==> config.mk <==
export PLATFORM = sky130hd
export DESIGN_NAME = mc_fetch_unit
export DESIGN_NICKNAME = d
export VERILOG_FILES = /design/src/rtl/mc_fetch_unit_pkg.sv /design/src/rtl/mc_fetch_unit_npc_calc.sv /design/src/rtl/mc_fetch_unit.sv
export SDC_FILE = /design/constraint.sdc
export NUM_CORES = 1
export LEC_CHECK = 0
export CORE_MARGIN = 1
export CORE_UTILIZATION = 40
export DETAILED_ROUTE_END_ITERATION = 8
export PLACE_DENSITY = 0.76
export SKIP_CTS_REPAIR_TIMING = 1
export SLEW_MARGIN = 20
export SYNTH_ARGS = -nofsm -noshare
export SYNTH_HDL_FRONTEND = slang
export SYNTH_SLANG_ARGS = --single-unit
export TNS_END_PERCENT = 20
==> constraint.sdc <==
create_clock -name clk -period 6.59 [get_ports clk]
set_clock_uncertainty 0.1 [all_clocks]
set_input_delay 0.9885 -clock clk [delete_from_list [all_inputs] [get_ports clk]]
set_output_delay 0.9885 -clock clk [all_outputs]
set_load 0.005 [all_outputs]
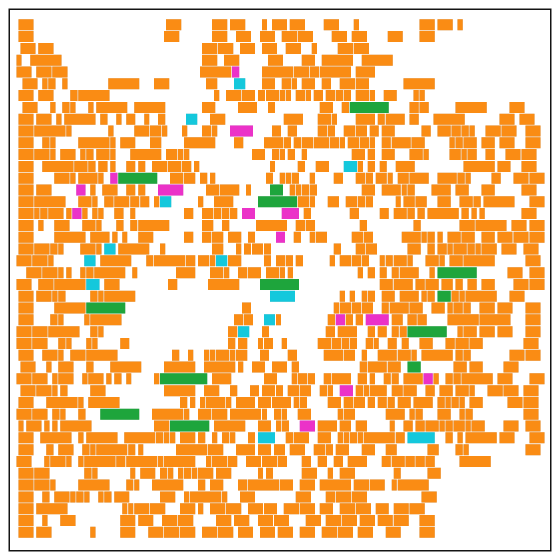
(images/sizes.png)
Cyan shows _3 and _4 cells, cells 13, share 1.3%. Magenta shows _2 cells, cells 14, share 1.5%. Green shows _6 and larger, cells 13, share 1.3%. Orange shows _0 and _1 cells, cells 923, share 96%.
Buffers excl. clock: 249
Syn-to-layout area delta: 38.0%
fin area: 8270 sq um

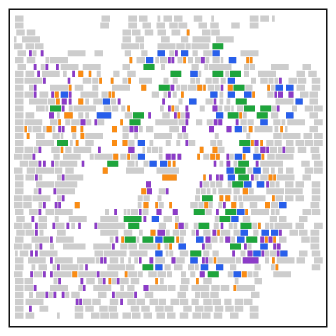
(images/logic_types.png)
Blue shows XOR/XNOR gates, cells 53, most used xnor2_1. Green shows adder and majority cells, cells 38, most used ha_1. Orange shows NOR gates, cells 94, most used nor2_1. Purple shows NAND gates, cells 159, most used nand2_1.
Commonest Layout Cell: clkdlybuf4s50_1
fraction of area in multi-input gates: 45.8%

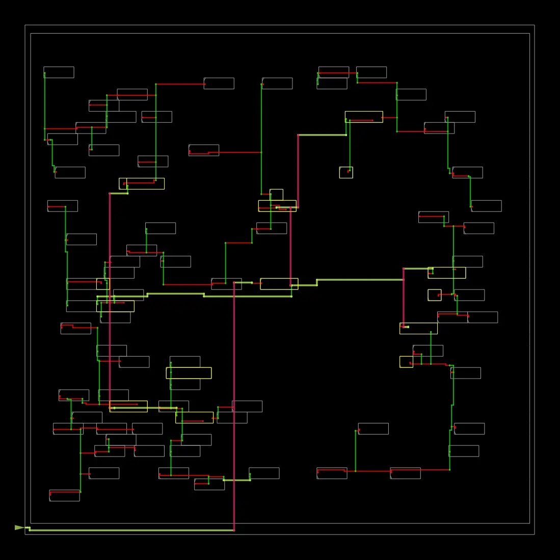
(images/clocks.png)
count of flip-flops and latches: 71
clock buf count: 9
worst skew pair latency: 0.35 ns
clk sinks: 71
CTS Buf Count: 9

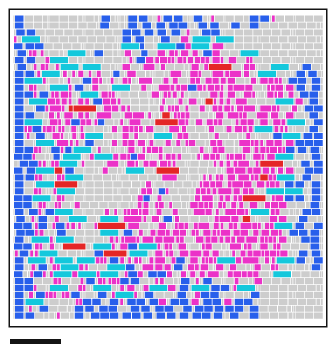
(images/placement_by_type.png)
The bar under the picture is 20 um long. Fill, decap, tap and diode cells in grey.
Blue shows other buffers and delay cells, cells 249, share of their area 31%. Red shows clock drivers and dummy loads, cells 16, share of their area 3.8%. Magenta shows combinational and other logic, cells 627, share of their area 48%. Cyan shows flops, cells 71, share of their area 18%.
row count: 44
Layout Utilization: 56.7%

==> flow_summary.ini <==
; synthesis and place-and-route metrics
[run_status]
outcome = complete, no violations

[routing]
via_count = 6529
first_pass_iters = 5
wl_per_cell_um = 19.1
drt-initial-drc-count = 510

[die]
initCoreUtil_pct = 41.1
ios = 248
dieArea_sq_um = 15500
core_sq_um = 14600

[logic_synthesis]
synth.area.top_cells = dfxtp_1, buf_4, ha_1
most_common_cell = nand2_1
simple_gate_area_share_pct = 22.0
ys_chip_area_sq_um = 6000
netlist_instances = 809
yosysWarnings = 0
ys_seq_share_pct = 23.7
compound_area_share_pct = 24.6
synthDistinctLibCells = 65
fa_ha_area_share_pct = 8.05
synth.mux.area_fraction_pct = 0.167
common_cells = nand2_1, a21oi_1, buf_4, dfxtp_1, nor2_1

[final_timing]
final.min_clock_period_ns = 4.52
slew_headroom_pct = 42.4
fmax_mhz = 221
fin_crit_sh_pct = 68.6
worst_pin_slew_ns = 0.861

[power_and_ir_drop]
p_leak_nw = 3.16
p_total_mw = 1.34

[final_layout]
largest_reg_flops = 32
fin_nets = 1067
n_antenna_cell = 0

[critical_path]
worst-path-stages = 7
reg2reg_setup_slack_ns = 2.16
max_stage_delay_ns = 0.65
critPathTopFamily = simple AND/OR/NAND/NOR gates
cp.required_ns = 5.50
cp_max_fo = 9
worst_setup_path_end_kind = output pin

[global_route]
grt_pass1_wl_um = 33700
grt_overflow = 0

[clock_tree]
cts_tree = done
htree_num_levels = 3
cts-root-buf = clkbuf_16
clk_pin_slew_ns = 0.06

[run]
stage_log_warnings = 32

[placed_design]
gp_congestion = 0.949
where the power goes:
group,switching (mW),internal (mW)
registers,0.0386,0.450
clock network,0.213,0.298
logic,0.159,0.185
final cells by class:
type / instances / area, sq um
Fill cell: 1387 / 6310
Timing Repair Buffer: 249 / 2470
Tap cell: 184 / 230
Clock buffer: 9 / 225
Inverter: 17 / 63.8
Multi-Input combinational cell: 610 / 3790
Sequential cell: 71 / 1420
Clock inverter: 7 / 78.8
worst min-delay path, cell delays in order (launching register included):
cell,delay (ns)
dfxtp_1,0.31
inv_1,0.05
o32ai_1,0.05
per-layer routing:
metal	routed length (um)	share of wire, %	global-route usage, %
met1	9140	42	35.4
met2	9850	45	44.0
met3	2230	10	7.73
met4	707	3.2	11.2
met5	0	0	0
Power and IR drop assume default switching activity.
